File: src/rtl/p_shfrot_ctrl_pkg.sv
// Shared encodings for the packed shift/rotate issue stage: pack-width codes,
// operation codes, output-buffer FSM states and the pack-width decoder.
package p_shfrot_ctrl_pkg;

  localparam logic [2:0] PW_32          = 3'd0;
  localparam logic [2:0] PW_16          = 3'd1;
  localparam logic [2:0] PW_8           = 3'd2;
  localparam logic [2:0] PW_4           = 3'd3;
  localparam logic [2:0] PW_2           = 3'd4;
  localparam logic [2:0] PW_ILLEGAL_MIN = 3'd5;

  localparam logic [1:0] OP_SLL = 2'd0;
  localparam logic [1:0] OP_SRL = 2'd1;
  localparam logic [1:0] OP_ROL = 2'd2;
  localparam logic [1:0] OP_ROR = 2'd3;

  // ST_SKID is only reachable when the skid register is built in.
  typedef enum logic [1:0] {
    ST_EMPTY = 2'd0,
    ST_FULL  = 2'd1,
    ST_SKID  = 2'd2
  } state_t;

  // One-hot pack width for the barrel; illegal codes give all zeros.
  function automatic logic [4:0] pw_onehot(input logic [2:0] code);
    logic [4:0] oh;
    oh = '0;
    for (int i = 0; i < 5; i++) begin
      oh[i] = (code == 3'(i));
    end
    return oh;
  endfunction

endpackage

File: src/rtl/p_shfrot.sv
// Combinational packed shift/rotate barrel. The 32-bit operand is split into
// elements of 32/16/8/4/2 bits selected by the one-hot pw. Shift amounts are
// not masked: shifts of at least the element width give 0, rotates wrap
// modulo the element width.
module p_shfrot (
  input  logic [31:0] crs1,
  input  logic [4:0]  shamt,
  input  logic [4:0]  pw,
  input  logic        shift,
  input  logic        rotate,
  input  logic        left,
  input  logic        right,
  output logic [31:0] result
);

  logic [5:0] width;
  logic [4:0] mask;
  logic [4:0] pos;
  logic [4:0] base;

  // Element width from the one-hot pack width; no bit set falls back to 32.
  always_comb begin
    width = 6'd32;
    unique case (1'b1)
      pw[0]:   width = 6'd32;
      pw[1]:   width = 6'd16;
      pw[2]:   width = 6'd8;
      pw[3]:   width = 6'd4;
      pw[4]:   width = 6'd2;
      default: width = 6'd32;
    endcase
  end

  assign mask = 5'(width - 6'd1);

  // Per result bit: position inside its element and the source bit it takes.
  always_comb begin
    result = '0;
    pos    = '0;
    base   = '0;
    for (int i = 0; i < 32; i++) begin
      pos  = 5'(i) & mask;
      base = 5'(i) & ~mask;
      if (rotate && left) begin
        result[i] = crs1[base | ((pos - shamt) & mask)];
      end else if (rotate && right) begin
        result[i] = crs1[base | ((pos + shamt) & mask)];
      end else if (shift && left) begin
        if (shamt <= pos) result[i] = crs1[base | (pos - shamt)];
      end else if (shift && right) begin
        if (({1'b0, pos} + {1'b0, shamt}) < width) result[i] = crs1[base | (pos + shamt)];
      end
    end
  end

endmodule

File: src/rtl/p_shfrot_ctrl.sv
// Issue/control stage in front of the packed shift/rotate barrel: decodes the
// instruction, drives p_shfrot and registers the result into a one-entry output
// buffer with backpressure. Illegal pack widths are returned as a trap with a
// zero result. Define P_SHFROT_CTRL_SKID_EN to add a skid register, which makes
// in_ready a registered signal with no path from out_ready.
//
// Handshake: a transfer happens on an edge where valid and ready are both high;
// the sender holds its payload until then. An input transfer is additionally
// suppressed when flush is high.
module p_shfrot_ctrl
  import p_shfrot_ctrl_pkg::*;
(
  input  logic        g_clk,
  input  logic        g_reset,
  input  logic        flush,
  input  logic        in_valid,
  output logic        in_ready,
  input  logic [31:0] in_crs1,
  input  logic [31:0] in_crs2,
  input  logic [4:0]  in_imm,
  input  logic        in_use_imm,
  input  logic [2:0]  in_pw,
  input  logic [1:0]  in_op,
  input  logic [4:0]  in_rd,
  output logic        out_valid,
  input  logic        out_ready,
  output logic [31:0] out_result,
  output logic [4:0]  out_rd,
  output logic        out_trap
);

  state_t      state;
  state_t      state_nxt;
  logic [4:0]  pw;
  logic [4:0]  shamt;
  logic [31:0] barrel_result;
  logic        trap;
  logic [31:0] cap_result;
  logic        accept;
  logic        load_out;
  logic        unused_crs2;

  // Instruction decode feeding the barrel.
  assign pw          = pw_onehot(in_pw);
  assign shamt       = in_use_imm ? in_imm : in_crs2[4:0];
  assign trap        = (in_pw >= PW_ILLEGAL_MIN);
  assign cap_result  = trap ? 32'd0 : barrel_result;
  assign unused_crs2 = ^in_crs2[31:5];

  p_shfrot u_barrel (
    .crs1   (in_crs1),
    .shamt  (shamt),
    .pw     (pw),
    .shift  (!in_op[1]),
    .rotate (in_op[1]),
    .left   (!in_op[0]),
    .right  (in_op[0]),
    .result (barrel_result)
  );

  assign accept = in_valid && in_ready && !flush;

`ifdef P_SHFROT_CTRL_SKID_EN
  logic        in_ready_q;
  logic        load_skid;
  logic        drain_skid;
  logic [31:0] skid_result;
  logic [4:0]  skid_rd;
  logic        skid_trap;
`endif

  // Buffer state register.
  always_ff @(posedge g_clk) begin
    if (g_reset) state <= ST_EMPTY;
    else         state <= state_nxt;
  end

  // Next buffer state; flush empties everything.
  always_comb begin
    state_nxt = state;
    if (flush) begin
      state_nxt = ST_EMPTY;
    end else begin
      unique case (state)
        ST_EMPTY: if (accept) state_nxt = ST_FULL;
`ifdef P_SHFROT_CTRL_SKID_EN
        ST_FULL: begin
          if (out_ready) state_nxt = accept ? ST_FULL : ST_EMPTY;
          else if (accept) state_nxt = ST_SKID;
        end
`else
        ST_FULL: if (out_ready && !accept) state_nxt = ST_EMPTY;
`endif
        ST_SKID:  if (out_ready) state_nxt = ST_FULL;
        default:  state_nxt = ST_EMPTY;
      endcase
    end
  end

  // Handshake outputs and buffer load strobes decoded from the state.
  always_comb begin
    out_valid = (state != ST_EMPTY);
    load_out  = accept && ((state == ST_EMPTY) || ((state == ST_FULL) && out_ready));
`ifdef P_SHFROT_CTRL_SKID_EN
    in_ready   = in_ready_q;
    load_skid  = accept && (state == ST_FULL) && !out_ready;
    drain_skid = !flush && (state == ST_SKID) && out_ready;
`else
    in_ready   = !g_reset && ((state == ST_EMPTY) || out_ready);
`endif
  end

  // Output buffer: loads from the barrel, or from the skid entry when draining.
  always_ff @(posedge g_clk) begin
    if (g_reset) begin
      out_result <= '0;
      out_rd     <= '0;
      out_trap   <= 1'b0;
    end else if (load_out) begin
      out_result <= cap_result;
      out_rd     <= in_rd;
      out_trap   <= trap;
`ifdef P_SHFROT_CTRL_SKID_EN
    end else if (drain_skid) begin
      out_result <= skid_result;
      out_rd     <= skid_rd;
      out_trap   <= skid_trap;
`endif
    end
  end

`ifdef P_SHFROT_CTRL_SKID_EN
  // Skid entry holds the instruction accepted while the output was stalled.
  always_ff @(posedge g_clk) begin
    if (g_reset) begin
      skid_result <= '0;
      skid_rd     <= '0;
      skid_trap   <= 1'b0;
    end else if (load_skid) begin
      skid_result <= cap_result;
      skid_rd     <= in_rd;
      skid_trap   <= trap;
    end
  end

  // Registered ready: low only while the skid entry is occupied.
  always_ff @(posedge g_clk) begin
    if (g_reset) in_ready_q <= 1'b0;
    else         in_ready_q <= (state_nxt != ST_SKID);
  end
`endif

endmodule

File: config.mk
export PLATFORM = sky130hd
export DESIGN_NAME = p_shfrot_ctrl
export DESIGN_NICKNAME = d
export VERILOG_FILES = /design/src/rtl/p_shfrot_ctrl_pkg.sv /design/src/rtl/p_shfrot.sv /design/src/rtl/p_shfrot_ctrl.sv
export SDC_FILE = /design/constraint.sdc
export NUM_CORES = 1
export LEC_CHECK = 0
export CAP_MARGIN = 20
export CORE_ASPECT_RATIO = 0.75
export CORE_UTILIZATION = 61
export CTS_CLUSTER_DIAMETER = 60
export DETAILED_ROUTE_END_ITERATION = 8
export HOLD_SLACK_MARGIN = 0.12
export PLACE_DENSITY_LB_ADDON = 0.05
export REMOVE_ABC_BUFFERS = 1
export SLEW_MARGIN = 5
export SYNTH_ARGS = -nofsm -noshare
export SYNTH_HDL_FRONTEND = slang
export SYNTH_SLANG_ARGS = --single-unit
File: constraint.sdc
create_clock -name g_clk -period 7.6 [get_ports g_clk]
set_input_delay 1.14 -clock g_clk [delete_from_list [all_inputs] [get_ports g_clk]]
set_output_delay 1.14 -clock g_clk [all_outputs]
set_load 0.005 [all_outputs]
==> flow_summary.yaml, run 1 <==
# flow metrics
detailed_routing:
  met2_length_um: 22500
  firstDrtPassIters: 6
  wl_met1_um: 21800
  antenna_left: 0
  dr_wl_met3_um: 9680
  via_per_inst: 7.63
  top_layer_used: "met5"
  drtIter0Drc: 2284
clock_network:
  cts_max_level: 2
  cts.sinks: 39
  post_cts_resized: 0
  ctsRootBufferMaster: "clkbuf_16"
  hold_buffers: 0
  cts_tree: "built"
  post_cts_buffers: 0
  cts_buffers: 5
sta:
  finalSetupTns_ns: 0
  fmax_mhz: 155
  setup_viol: 0
  slew_headroom_pct: 16.0
  maxSlewViolCount: 0
  worst_slack_ns: 1.16
  hold_slack_ns: 0.457
  finalHoldViolCount: 0
  period_used_pct: 84.7
floorplan:
  pin_count: 125
  chipHeight_um: 132
  fp_util_pct: 62.2
  die_area_sq_mm: 0.0232
  num_rows: 47
  fp.dieW_um: 175
pwr:
  powerDensity_mw_per_mm2: 183
global_routing:
  grt.busiest_layer: "met2"
  grt_use_met1_pct: 64.7
  antenna_found_initial: 2
  grt_pass1_vias: 13823
  grt_use_met2_pct: 67.1
hold_path:
  holdPathEnd: "out_result[4]$_SDFFE_PP0P_"
  min-delay-start: "out_result[4]$_SDFFE_PP0P_"
  hold_depth: 2
cells_and_area:
  signal_buffers: 168
  clockBufferCount: 5
  stdcell_count: 1892
  fin_util_pct: 69.0
  diodes: 3
  clk_share_pct: 1.11
  final_cell_mix: "mux2i_1 (270), ha_1 (112), mux4_2 (101)"
  seq_cell_count: 39
  drive_above_1_share_pct: 17.4
  buf_share_pct: 9.94
  dominant_cells: "combinational gates"
  logic_gates: 1346
  inv_count: 34
  lay_top_count: "mux2i_1"
  seq_area_sq_um: 781
  num-fill-cells: 1858
  synthToLayoutAreaGrowth_pct: 10.9
  fin_area_sq_mm: 0.0152
  mi_logic_area_sq_mm: 0.0123
synth:
  ys_ff: 39
  yosys_warnings: 0
  seq_area_frac_synth_pct: 5.68
  flop_cell: "dfxtp_1"
  edf_count: 0
  syn_avg_cell_area_sq_um: 8.90
  syn_area_sq_mm: 0.0138
  syn_inst: 1545
job:
  warnings: 66
  maxCapViolCount: 0
status:
  status: "complete, no violations"
placement:
  dp.cells: 1877
  hpwl_um: 40400
  portBuffers: 97
  gp_congestion: 1.02
  pre_cts_slack_ns: 1.11
critical_path:
  rr_worst_depth: 8
  worstSetupPathType: "in -> reg"
  rrSetupSlack_ns: 4.29
  r2r-end: "out_result[5]$_SDFFE_PP0P_"
  cp-start-kind: "input port"
  arrival_ns: 6.70
  end_kind: "register"
  r2r_start: "state[0]$_SDFFE_PP0P_"
  critPathMaxFanout: 16
run 1: synthesized netlist by cell type, drive strengths merged, types with 10 or more instances:
master / n / area share [%]
a2111oi: 15 / 1.0
nor2: 97 / 2.7
o21ai: 68 / 2.5
and2: 12 / 0.55
a21oi: 79 / 2.9
dfxtp: 39 / 5.7
nor3: 31 / 1.2
mux2: 42 / 3.4
buf: 53 / 2.5
xnor2: 82 / 5.4
mux4: 101 / 17
nand2: 93 / 2.5
ha: 113 / 10
a21o: 62 / 3.4
a211oi: 18 / 0.98
o21bai: 10 / 0.55
clkbuf: 73 / 2.0
nor2b: 18 / 0.82
inv: 31 / 0.88
a31oi: 15 / 0.73
mux2i: 293 / 22
nand3: 38 / 1.4
run 1: state kept, by name (all words and copies together), names as in the netlist:
name / flops
state: 1
out_trap: 1
out_rd: 5
out_result: 32
run 1: cell families after synthesis:
| group | synth area share (%) |
|---|---|
| AOI/OAI and AO/OA | 17.9 |
| xor gates and xnor gates | 5.82 |
| adders and majority gates | 11.2 |
| buffers and inverters | 5.48 |
| DFF | 5.68 |
| muxes | 42.2 |
| and+or+nand+nor | 11.8 |
run 1: worst max-delay path, cell delays in order:
cell and delay, ns:
clkdlybuf4s50_1 0.50, or2_2 0.38, nor2_1 0.46, inv_1 0.10
ha_1 0.29, xor2_2 0.19, inv_1 0.14, ha_1 0.52
clkinv_1 0.81, a21oi_1 0.72, or2_2 0.22, ha_1 0.23
a21o_1 0.18, a21o_1 0.17, a2111oi_0 0.42, nor3_1 0.10
o21ai_1 0.13
run 1: where the power goes:
part | switching (mW) | internal (mW) | leakage, nW
registers | 0.00886 | 0.218 | 0.317
logic | 1.29 | 0.982 | 5.94
clock network | 0.128 | 0.156 | 0.0838
total | 1.43 | 1.36 | 6.34
### Clock distribution, run 1

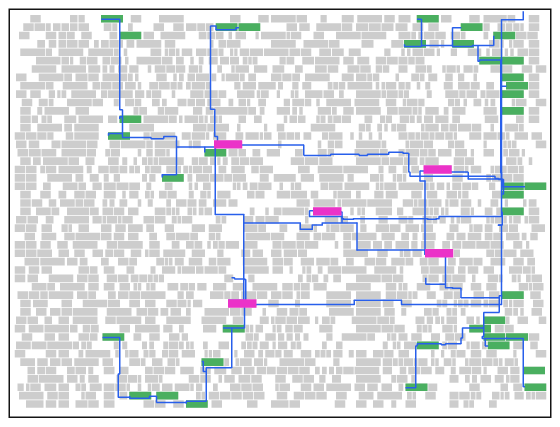
[flip-flops] green | count: 39
[clock drivers] magenta | count: 5
[clock wires] blue | length: 1100 um
flops lie: all over the die
routed clock nets: 6
clk pwr: 0.284 mW
clock skew: 0.0192 ns
clk ins delay skew pair: 0.33 ns
Clk pwr share: 10.2%

### Met4 routing, run 1

Scale bar: 50 um. Supply wires on this layer in grey.
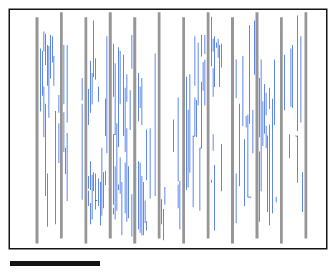
wire length on this layer: 3790 um
share of all routed wire: 6.6%
main direction: vertical
longest straight run: 78.9 um
detailed-route wire length: 57800 um
vias post-DR: 14440

### Signal metal coverage by tile, run 1

Scale bar: 50 um. 35 x 26 tiles, from dark purple (low) to yellow (high), scaled to the fullest tile. Values are wire area over tile area, all layers added.
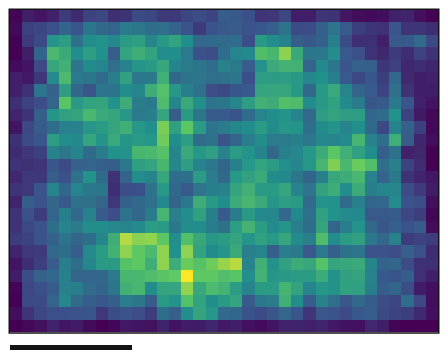
mean over tiles: 0.47
nearly empty tiles: 1.8%
emptiest ninth of the die: upper right
tiles over half the peak: 29%
fullest tile: 1.2
DR WL/cell: 30.6 um
GRT Util Overall: 49.1%

### Cell outlines without signal wires, run 1

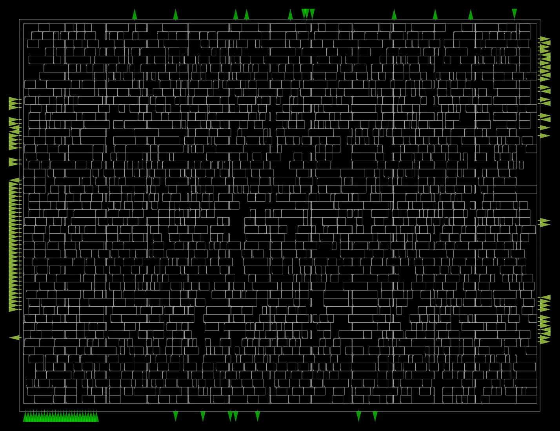
tapcell count: 294
fraction of area in registers: 5.12%

--- run 2 (diff from run 1) ---
==> constraint.sdc (replaced) <==
create_clock -name g_clk -period 6.7 [get_ports g_clk]
set_input_delay 1.005 -clock g_clk [delete_from_list [all_inputs] [get_ports g_clk]]
set_output_delay 1.005 -clock g_clk [all_outputs]
set_load 0.005 [all_outputs]
==> run 2 against run 1 <==
Net effect: combinational power increased by 12%; die area unchanged; total power grew 12%; clock power grew 13%; non-clock buffer count rose by 6; utilization up 0.11 points; largest power group unchanged.
==> flow_summary.yaml, run 2 <==
# flow metrics
status:
  status: "complete, no violations"
cells_and_area:
  top_regs: "out_result: 32 flops, out_rd: 5 flops"
  largest_reg_flops: 32
  top_register: "out_result"
  drive_above_1_share_pct: 17.5
  num-fill-cells: 1833
  synthToLayoutAreaGrowth_pct: 11.0
  lay_top_count: "mux2i_1"
  fin_area_sq_mm: 0.0153
  final_cell_mix: "mux2i_1 (274), ha_1 (112), mux4_2 (101)"
  fin_util_pct: 69.1
detailed_routing:
  top_layer_used: "met4"
  wire_per_inst_um: 29.6
  vias: 14258
  antenna_left: 0
  wl_met1_um: 21100
  dr_wl_met3_um: 9570
  drtIter0Drc: 2089
  firstDrtPassIters: 6
  met2_length_um: 22000
  routed_wl_um: 56100
  via_per_inst: 7.52
sta:
  finalClockSkew_ns: 0.0282
  finalHoldViolCount: 0
  slew_headroom_pct: 16.2
  hold_slack_ns: 0.455
  period_used_pct: 88.2
  worst_slack_ns: 0.791
  maxSlewViolCount: 0
  finalSetupTns_ns: 0
  setup_viol: 0
  fmax_mhz: 169
synth:
  common_cells: "mux2i_1 (277), ha_1 (113), mux4_2 (101), nor2_1 (95), nand2_1 (93)"
  simple_gate_area_share_pct: 11.8
  seq_area_frac_synth_pct: 5.68
  ys_ff: 39
  mux_share_pct: 42.2
  top_logic_kind: "multiplexers"
  top_cell: "mux2i_1"
  flop_cell: "dfxtp_1"
  syn_area_sq_mm: 0.0138
  edf_count: 0
  aoi_share_pct: 17.9
  yosysTopAreaCell: "mux2i_1"
  ys_sh_xor_pct: 5.82
  syn_inst: 1545
  ys_top_cells_by_area: "mux2i_1 (20%), mux4_2 (17%), ha_1 (10%)"
  yosys_warnings: 0
  syn_avg_cell_area_sq_um: 8.90
  fa_ha_area_share_pct: 11.2
  top_cell_area_share_pct: 20.2
hold_path:
  hp-class: "reg -> reg"
clock_network:
  hold_buffers: 0
  ctsRootBufferMaster: "clkbuf_16"
  clk_latency_ns: 0.33
  cts.sinks: 39
  post_cts_resized: 0
  cts_max_level: 2
  cts_tree: "built"
  cts_buffers: 5
global_routing:
  grt.busiest_layer: "met2"
  grt_first_pass_wirelength_um: 82800
  grt_usage_pct: 47.6
  grt_use_met1_pct: 63.7
  antenna_found_initial: 0
  grt_use_met2_pct: 66.5
  grt_pass1_vias: 13388
floorplan:
  fp.dieW_um: 175
  num_rows: 47
  fp_util_pct: 62.2
  pin_count: 125
  chipHeight_um: 132
placement:
  portBuffers: 97
  hpwl_um: 39800
  pre_cts_slack_ns: 0.753
critical_path:
  worstSetupPathType: "in -> reg"
  arrival_ns: 6.18
  cp-start-kind: "input port"
  end_kind: "register"
  critPathMaxFanout: 16
job:
  warnings: 66
  maxCapViolCount: 0
pwr:
  powerDensity_mw_per_mm2: 205
run 2: cell counts after synthesis:
Identical to the previous run, type by type.
run 2: worst max-delay path, stage by stage:
cell and delay (ns):
clkdlybuf4s50_1 0.53, or2_2 0.40, nor2_1 0.10, buf_4 0.16, inv_1 0.06, ha_1 0.28
xor2_2 0.20, inv_1 0.18, ha_1 0.35, clkinv_1 0.67, a21oi_1 0.68, or2_2 0.23
ha_1 0.23, a21o_1 0.17, a21o_1 0.17, a2111oi_0 0.51, nor3_1 0.10, o21ai_1 0.13
run 2: power breakdown:
part           switching, mW  total [mW]  internal (mW)
Combinational           1.45        2.56           1.11
Sequential           0.00922       0.257          0.248
Clock                  0.143       0.320          0.177
Total                   1.60        3.13           1.53
run 2: cell families (layout without fill, tap and decap cells):
kind of cell               after synthesis  after routing
muxes                                  436            436
DFF                                     39             39
xor gates and xnor gates                88             88
and+or+nand+nor                        340            340
AOI/OAI and AO/OA                      363            363
buffers and inverters                  160            216
adders and majority gates              119            119
other                                    0              2
run 2: path summary, 6_finish.rpt:
check	from	to	slack, ns	cells past startpoint
setup / recovery	in_pw[0]	out_result[13]$_SDFFE_PP0P_	0.79	18
hold / removal	out_result[4]$_SDFFE_PP0P_	out_result[4]$_SDFFE_PP0P_	0.45	2
hold reg to reg	out_result[4]$_SDFFE_PP0P_	out_result[4]$_SDFFE_PP0P_	0.45	2
setup reg to reg	state[0]$_SDFFE_PP0P_	out_result[5]$_SDFFE_PP0P_	3.83	8
run 2: layout make-up:
type	count	area [sq um]	share of cell area (%)
antenna	2	5.00	0.0328
clock buffer	5	125	0.819
clock inverter	3	43.8	0.287
inverter	34	133	0.868
multi-input combinational	1346	12300	80.3
sequential	39	781	5.11
tap	294	368	2.41
timing repair buffer	174	1560	10.2
### Cell outlines without signal wires, run 2

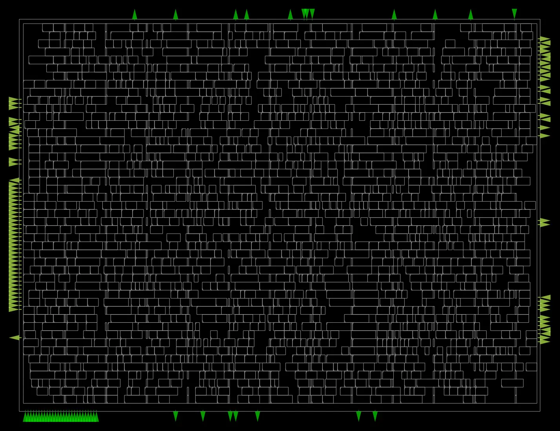
sequential cells: 39
Final Non-Filler Cells: 1897

Power is estimated from default activity; no workload was simulated.
